### src/rtl/func_sweep_pkg.sv
// Shared types and limits for the truth-table sweeper.
// Holds the FSM state enum and the legal parameter bounds.
package func_sweep_pkg;

  typedef enum logic [1:0] {
    IDLE  = 2'd0,
    SWEEP = 2'd1,
    FIN   = 2'd2
  } state_e;

  localparam int MAX_N      = 6;
  localparam int MAX_SETTLE = 15;

  // settle counter width, enough for MAX_SETTLE-1
  localparam int CNT_W = 4;

endpackage

### src/rtl/func_sweep_bin2gray.sv
// Reflected binary-to-Gray converter, purely combinational.
// Ports: bin_i (N-bit binary in), gray_o (N-bit Gray out).
module bin2gray #(
  parameter int N = 3
) (
  input  logic [N-1:0] bin_i,
  output logic [N-1:0] gray_o
);

  assign gray_o = bin_i ^ (bin_i >> 1);

endmodule

### src/rtl/func_sweep.sv
// Sweeps every input vector of an external N-input function,
// holds each for SETTLE cycles and captures its truth table.
// Ports: clk, rst (async, active high), start, func_in in;
//   vec_out, busy, done, table_out, ones_cnt out.
module func_sweep
  import func_sweep_pkg::*;
#(
  parameter int N      = 3,
  parameter int SETTLE = 1,
  parameter int GRAY   = 0
) (
  input  logic              clk,
  input  logic              rst,
  input  logic              start,
  input  logic              func_in,
  output logic [N-1:0]      vec_out,
  output logic              busy,
  output logic              done,
  output logic [2**N-1:0]   table_out,
  output logic [N:0]        ones_cnt
);

  if (N < 1 || N > MAX_N) begin : g_bad_n
    $error("func_sweep: N out of range");
  end
  if (SETTLE < 1 || SETTLE > MAX_SETTLE) begin : g_bad_settle
    $error("func_sweep: SETTLE out of range");
  end
  if (GRAY != 0 && GRAY != 1) begin : g_bad_gray
    $error("func_sweep: GRAY must be 0 or 1");
  end

  localparam logic [N:0] LAST =
    (N+1)'((2**N) - 1);
  localparam logic [CNT_W-1:0] SET_M1 =
    CNT_W'(SETTLE - 1);

  state_e             state_q, state_d;
  logic [N:0]         idx_q, idx_d;
  logic [CNT_W-1:0]   cnt_q, cnt_d;
  logic [2**N-1:0]    tab_q, tab_d;
  logic [N:0]         ones_q, ones_d;

  logic [N-1:0]       bin_vec;
  logic [N-1:0]       gray_vec;
  logic [N-1:0]       vec;

  // index stays on the last step after a sweep,
  // so vec holds its final value in FIN and IDLE
  assign bin_vec = idx_q[N-1:0];

  bin2gray #(
    .N (N)
  ) u_b2g (
    .bin_i  (bin_vec),
    .gray_o (gray_vec)
  );

  assign vec = (GRAY != 0) ? gray_vec : bin_vec;

  always_comb begin
    state_d = state_q;
    idx_d   = idx_q;
    cnt_d   = cnt_q;
    tab_d   = tab_q;
    ones_d  = ones_q;
    unique case (state_q)
      IDLE: begin
        if (start) begin
          state_d = SWEEP;
          idx_d   = '0;
          cnt_d   = '0;
          tab_d   = '0;
          ones_d  = '0;
        end
      end
      SWEEP: begin
        if (cnt_q == SET_M1) begin
          tab_d[vec] = func_in;
          if (func_in) begin
            ones_d = ones_q + 1'b1;
          end
          cnt_d = '0;
          if (idx_q == LAST) begin
            state_d = FIN;
          end else begin
            idx_d = idx_q + 1'b1;
          end
        end else begin
          cnt_d = cnt_q + 1'b1;
        end
      end
      FIN: begin
        state_d = IDLE;
      end
      default: begin
        state_d = IDLE;
      end
    endcase
  end

  always_ff @(posedge clk or posedge rst) begin
    if (rst) begin
      state_q <= IDLE;
      idx_q   <= '0;
      cnt_q   <= '0;
      tab_q   <= '0;
      ones_q  <= '0;
    end else begin
      state_q <= state_d;
      idx_q   <= idx_d;
      cnt_q   <= cnt_d;
      tab_q   <= tab_d;
      ones_q  <= ones_d;
    end
  end

  assign vec_out   = vec;
  assign busy      = (state_q == SWEEP);
  assign done      = (state_q == FIN);
  assign table_out = tab_q;
  assign ones_cnt  = ones_q;

endmodule

### config.mk
export PLATFORM = sky130hd
export DESIGN_NAME = func_sweep
export DESIGN_NICKNAME = d
export VERILOG_FILES = /design/src/rtl/func_sweep_pkg.sv /design/src/rtl/func_sweep_bin2gray.sv /design/src/rtl/func_sweep.sv
export SDC_FILE = /design/constraint.sdc
export NUM_CORES = 1
export LEC_CHECK = 0
export ABC_AREA = 1
export CORE_AREA = 4 4 56 58
export CTS_BUF_LIST = sky130_fd_sc_hd__clkbuf_4 sky130_fd_sc_hd__clkbuf_8 sky130_fd_sc_hd__clkbuf_16
export CTS_CLUSTER_SIZE = 8
export DETAILED_ROUTE_END_ITERATION = 8
export DIE_AREA = 0 0 60 62
export GPL_TIMING_DRIVEN = 0
export HOLD_SLACK_MARGIN = 0.15
export PLACE_DENSITY = 0.74
export SLEW_MARGIN = 20
export SYNTH_ARGS = -nofsm -noshare
export SYNTH_HDL_FRONTEND = slang
export SYNTH_SLANG_ARGS = --single-unit
export TNS_END_PERCENT = 5
### constraint.sdc
create_clock -name clk -period 1.45 [get_ports clk]
set_input_delay 0.2175 -clock clk [delete_from_list [all_inputs] [get_ports clk]]
set_output_delay 0.2175 -clock clk [all_outputs]
set_load 0.01 [all_outputs]
### Metal layers overlaid, run 1

Drawn at 10 px/micron. Only two layers are drawn.
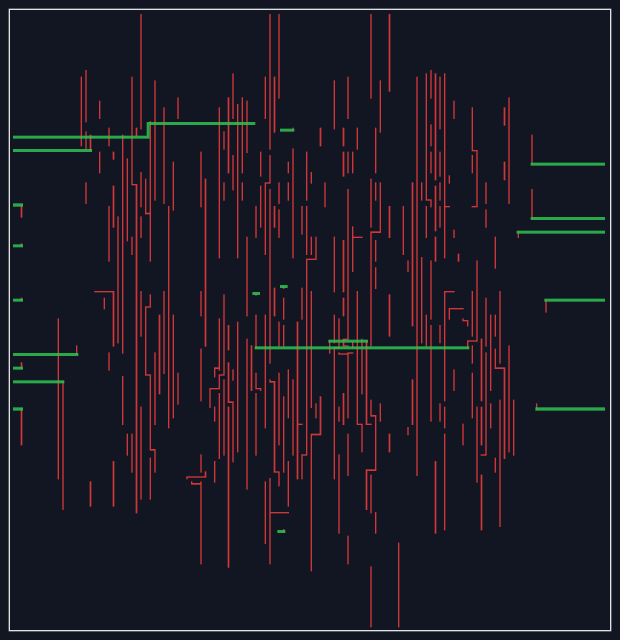
| layer | color | wire length |
|---|---|---|
| M3 | green | 109 microns |
| M2 | red | 1,430 microns |

### Clock network drawn from the DEF, run 1

Drawn at 10 px/micron.
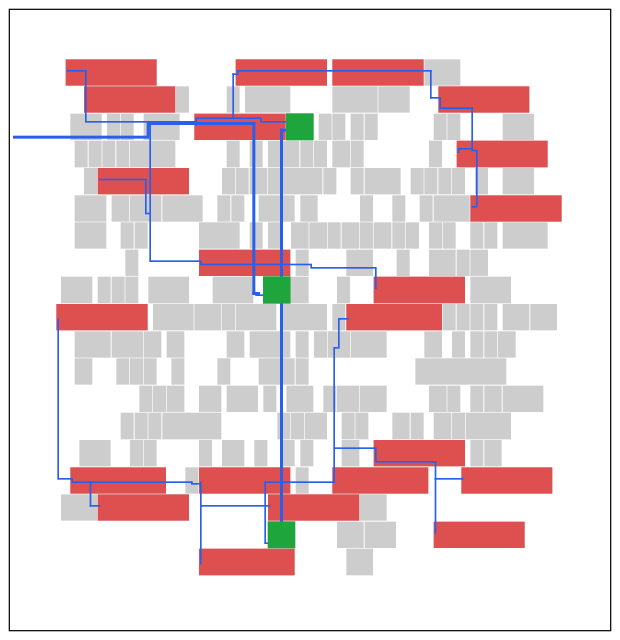
[clock-net drivers] green | count: 3
[flip-flops] red | count: 22
[clock wires] blue | length: 312 microns
routed clock nets: 4
power of the clock network: 282 uW
clock skew: 6.52 ps
Clk pwr share: 0.099
worst skew pair latency: 310 ps

### Supply network, run 1

Drawn at 8 px/micron. Pins as bars on the die edge.
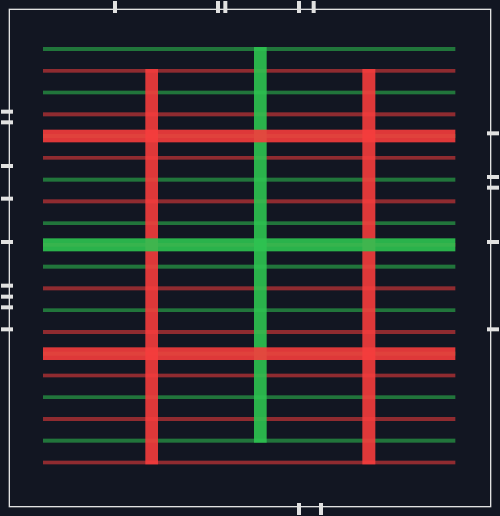
| net | color |
|---|---|
| VSS | red |
| VDD | green |
met5 straps: 3
signal pins: 21
rows: 19
Die Ht: 62 microns
Peak VDD IR: 1.26 mV
Die Wd: 60 microns
Core Area: 2660 sq um

### Routing congestion map, run 1

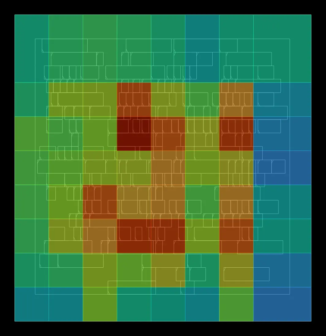
post-layout util: 0.614
routing usage on met1: 0.201
M3 GR Usage: 0.0269

==> out/results.ini, run 1 <==
[status]
status=completed

[cells_and_area]
final_common_cell=nand2_1
fin_area_sq_um=1640
dominant_cells=logic gates
diodes=0
nets=211
nClkBuffers=3
syn_to_final_growth_pct=25.2
clk_share=0.0138
buffers=33
layoutNonFillerInstCount=232
n_fill_cell=254
comb_cells=119
seqCellArea_sq_um=556
comb-cell-share=0.386
inverters=24

[placement]
dp_slack_ps=-202
hpwl_microns=1990
place.gp.congestion=0.871
place_area_sq_um=1550

[pwr]
power_leader=combinational logic
total_power_uw=2830
switchingPower_uw=1190
swShare=0.420
p_per_area_nw_per_um2=1730
pwr-share-comb=0.565
seq_cell_power_uw=949

[critical_path]
crit_start=state_q[0]
r2r-end=idx_q[2]
critPathCaptureType=primary output
path_delay_family=flip-flops
cp_slowest_stage_delay_ps=440
critical_path_depth=3
worstPathRequired_ps=1230
cp_max_fo=5
path_class=reg2out

[drt]
highest_layer=met4
vias=1181
wl_per_cell_microns=12.1
wl_microns=2820
drc=0
vias_per_cell=5.09
ant_nets=0
first_pass_iters=4

[synth]
async_reset_ff_frac=1.00
muxShareOfSynthArea=0
yosys_warnings=0
logic_family=simple AND/OR/NAND/NOR gates
area_leaders=dfrtp_1 (42%), nand2_1 (18%), nand3_1 (6.5%)
common_cells=nand2_1 (62), dfrtp_1 (22), inv_1 (22)
fp_nets=181
yosysChipArea_sq_um=1310
ys_sh_simple=0.382
ys_sh_aoi=0.0259
top_cell_area_share=0.421
yosysMostFrequentCell=nand2_1
ys_sh_adder=0.0383
synth_cell_type_count=20
xor_share=0.0134
top_area_cell=dfrtp_1

[final_timing]
setup_slack_ps=84.5
fmax_ghz=0.732
whs_ps=360
finalCriticalPeriod_ps=1370
finalSetupViolCount=0
tns_ps=0
slew_viol_final=0
worst_slew_pin_slew_ps=848
finalClockPeriodUsage=0.942

[run]
tool_warnings=27
drv_cap=0

[floorplan]
ioPinCount=21
taps=31
fp_util=0.491

[global_routing]
grt_usage=0.170
antenna_found_initial=0
grt_pass1_wl_microns=4680
grt_pass1_vias=1099

[clock_tree]
numCtsBuffers=3
root_buffer=clkbuf_4
clock_path_buffers=2
cts_tree=done

### Cell area per tile, run 1

Drawn at 4 px/micron. The die is cut into 6 by 6 equal tiles; white is low, dark blue is high, 0 to 100% covered.
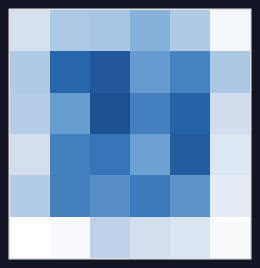

==> inputs of run 2 (changes only) <==
Settings changed: CORE_AREA 4 4 56 58 to 4 4 63 65, DIE_AREA 0 0 60 62 to 0 0 67 69, PLACE_DENSITY 0.74 to default, SETUP_SLACK_MARGIN from default to 0.2, SKIP_LAST_GASP from default to 1.
### Cell area per tile, run 2

Drawn at 4 px/micron. The die is cut into 7 by 7 equal tiles; white is low, dark blue is high, 0 to 100% covered.
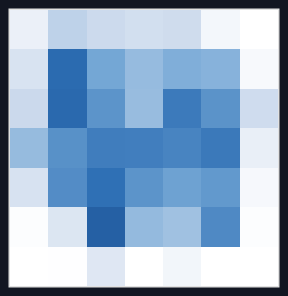
tiles over 75% full: 6.1%
emptiest ninth of the die: south-west
nearly empty tiles: 16%

### Clock network drawn from the DEF, run 2

Drawn at 8 px/micron.
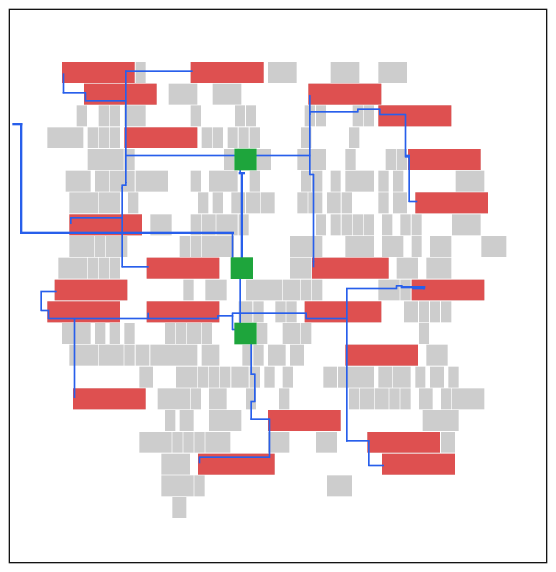
[flip-flops] red | count: 22
[clock wires] blue | length: 320 microns
[clock-net drivers] green | count: 3
flops lie: widely spread
routed clock nets: 4
power of the clock network: 289 uW
clock skew: 1.76 ps
Clk pwr share: 0.098

==> run 2 against run 1 <==
  * Setup slack got worse by 73 ps
  * Largest cell class unchanged
  * Maximum frequency down 5.1%
  * Non-clock buffer count increased by 6
==> out/results.ini, run 2 <==
[status]
status=completed

[synth]
top_cell_area_share=0.421
fp_nets=181
yosys_cells=173
area_leaders=dfrtp_1 (42%), nand2_1 (18%), nand3_1 (6.5%)
top_area_cell=dfrtp_1
ys_sh_adder=0.0383
common_cells=nand2_1 (62), dfrtp_1 (22), inv_1 (22)
yosysChipArea_sq_um=1310
synth_cell_type_count=20
logic_family=simple AND/OR/NAND/NOR gates
edf_count=0
yosysMostFrequentCell=nand2_1
xor_share=0.0134
yosys_warnings=0
ys_sh_simple=0.382
ys_sh_aoi=0.0259
muxShareOfSynthArea=0

[final_timing]
finalClockPeriodUsage=0.992
fmax_ghz=0.695
finalCriticalPeriod_ps=1440
worst_slew_pin_slew_ps=849
slew_viol_final=0
finalSetupViolCount=0
tns_ps=0

[cells_and_area]
diodes=0
comb_cells=119
n_fill_cell=356
fin_util=0.503
clk_share=0.0134
final_common_cell=nand2_1
nets=217
comb-cell-share=0.363
dominant_cells=logic gates
fin_area_sq_um=1680
inverters=24
nClkBuffers=3
seqCellArea_sq_um=554
syn_to_final_growth_pct=28.4
layoutNonFillerInstCount=253

[pwr]
seq_cell_power_uw=929
switchingPower_uw=1210
vdd_drop_max_mv=0.699
p_per_area_nw_per_um2=1750
swShare=0.411
total_power_uw=2940

[drt]
first_pass_iters=5
wl_microns=2900
ant_nets=0
drc=0
vias=1200
wl_met1_microns=1400
highest_layer=met4

[placement]
place_area_sq_um=1560
dp_slack_ps=-229
place.gp.congestion=0.790
hpwl_microns=1930

[floorplan]
core_sq_um=3340
die_h_microns=69
taps=46
ioPinCount=21
fp_util=0.391
die_width_microns=67

[critical_path]
r2r_cells=7
path_delay_family=buffers and inverters
critical_path_depth=1
cp_slowest_stage_delay_ps=540
crit_start=table_out[0]
critPathCaptureType=primary output
cp_max_fo=2
worstPathRequired_ps=1230
r2r-end=ones_cnt[2]

[global_routing]
met3_usage=0.0211
grt_util_met2=0.229
grt_pass1_vias=1153
grt_usage=0.135
use_met1=0.176
grt_pass1_wl_microns=4990
antenna_found_initial=0

[clock_tree]
root_buffer=clkbuf_4
htreeDepth=1
clk_latency_ps=310
clock_path_buffers=2
numCtsBuffers=3
cts_tree=done
post_cts_resize_count=14

[run]
drv_cap=0
tool_warnings=29

No activity file was given, so power comes from the tool's default toggle rates.
